==> config.mk <==
export PLATFORM = sky130hd
export DESIGN_NAME = banco_registros_ea_param
export DESIGN_NICKNAME = d
export VERILOG_FILES = /design/src/rtl/banco_registros_ea_param.sv
export SDC_FILE = /design/constraint.sdc
export NUM_CORES = 1
export LEC_CHECK = 0
export CORE_MARGIN = 1
export CORE_UTILIZATION = 50
export DETAILED_ROUTE_END_ITERATION = 7
export PLACE_DENSITY_LB_ADDON = 0.2
export SLEW_MARGIN = 30
export SYNTH_ARGS = -nofsm -noshare
export SYNTH_HDL_FRONTEND = slang
export SYNTH_SLANG_ARGS = --single-unit
==> constraint.sdc <==
create_clock -name CLK -period 3.8 [get_ports CLK]
set_clock_uncertainty 0.15 [all_clocks]
set_input_delay 0.76 -clock CLK [delete_from_list [all_inputs] [get_ports CLK]]
set_output_delay 0.76 -clock CLK [all_outputs]
set_load 0.02 [all_outputs]
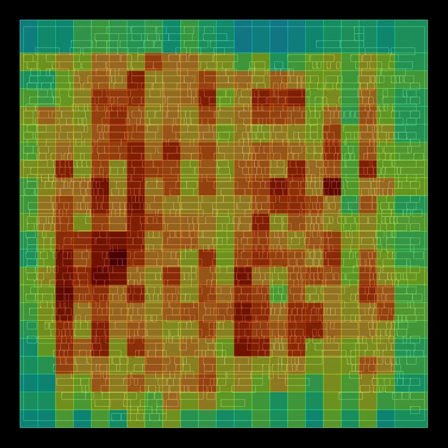
Fig. 1. Track usage over the die.
met1 track demand over resource: 39.96%
share of the core filled with cells in the final layout: 62.76%

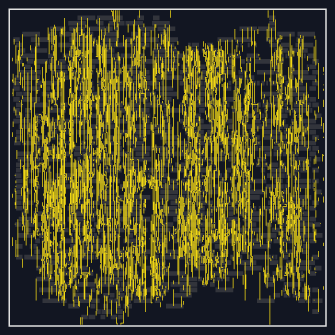
Fig. 2. M2 wires.
Scale: 2 px per um. Cells faint in the background.
The longest straight run is 77.9 um. The wires run mostly vertical. The layer holds 46% of the routed length. The layer carries 16200 um of wire. 1233 nets have wire on it.
GR met2 Demand/Resource: 46.73%
vias after detailed routing: 10280
overall routed net length: 35070 um

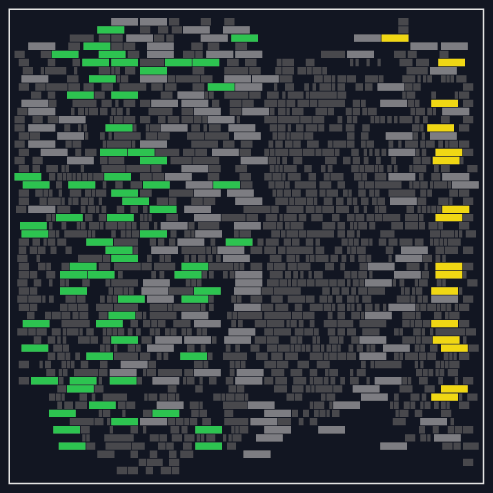
Fig. 3. Sequential cells grouped by signal name.
Scale: 3 px per um.
Key: `RI` = yellow [placed flops 16]; `regs_q` = green [placed flops 64]
Seq group: 2.99 mW
flop share of the area: 32.76%
sequential cell area: 4855 um^2

==> summary.txt <==
Physical implementation.

- The async set-reset flop share out of synthesis is 100.0%.
- The flow ran to the end, and the final reports show no timing, DRC or antenna violations.
- Counting pins that exceed their max-slew limit in the final report gives 0.
- Detailed routing placed a total of 16190 um of wire on met2.
- The count of distinct cell types in the synthesized netlist is 85.
- The count of flip-flops and latches is 194.
- Setup repair after global routing left no endpoint under its margin.
- For reference, the final report shows the hold violation count at 0.
- TritonRoute reported its final design rule violation total as 0.
- Max fanout on the critical path was recorded as 7.
- The power report puts the leakage power at 6.403 nW.
- The synthesized instance count is 1188.
- The number of buffers outside the clock class in the layout is 203.
- With fillers left out, the area of the finished cells amounts to 14820 um^2.
- Once routing completed, OpenROAD measured the worst setup slack at 166.3 ps.
- The total routing usage reported by global routing is 29.37%.
- The power density over the cells is 569.2 nW/um^2.
- The deepest clock path buffer count is 2.
- The endpoint type of the worst setup path is a flop.
- The most critical hold endpoint after final layout shows a slack of 27.06 ps.
- Looking at the group totals, the largest power group turns out to be combinational cells.
- The total net switching power is 3.195 mW.
- The worst setup path is launched from an input port.
- Per the final report, the share of cell area in clock cells is 4.357%.
Power figures rest on the tool's default switching activity, not on a simulated workload.
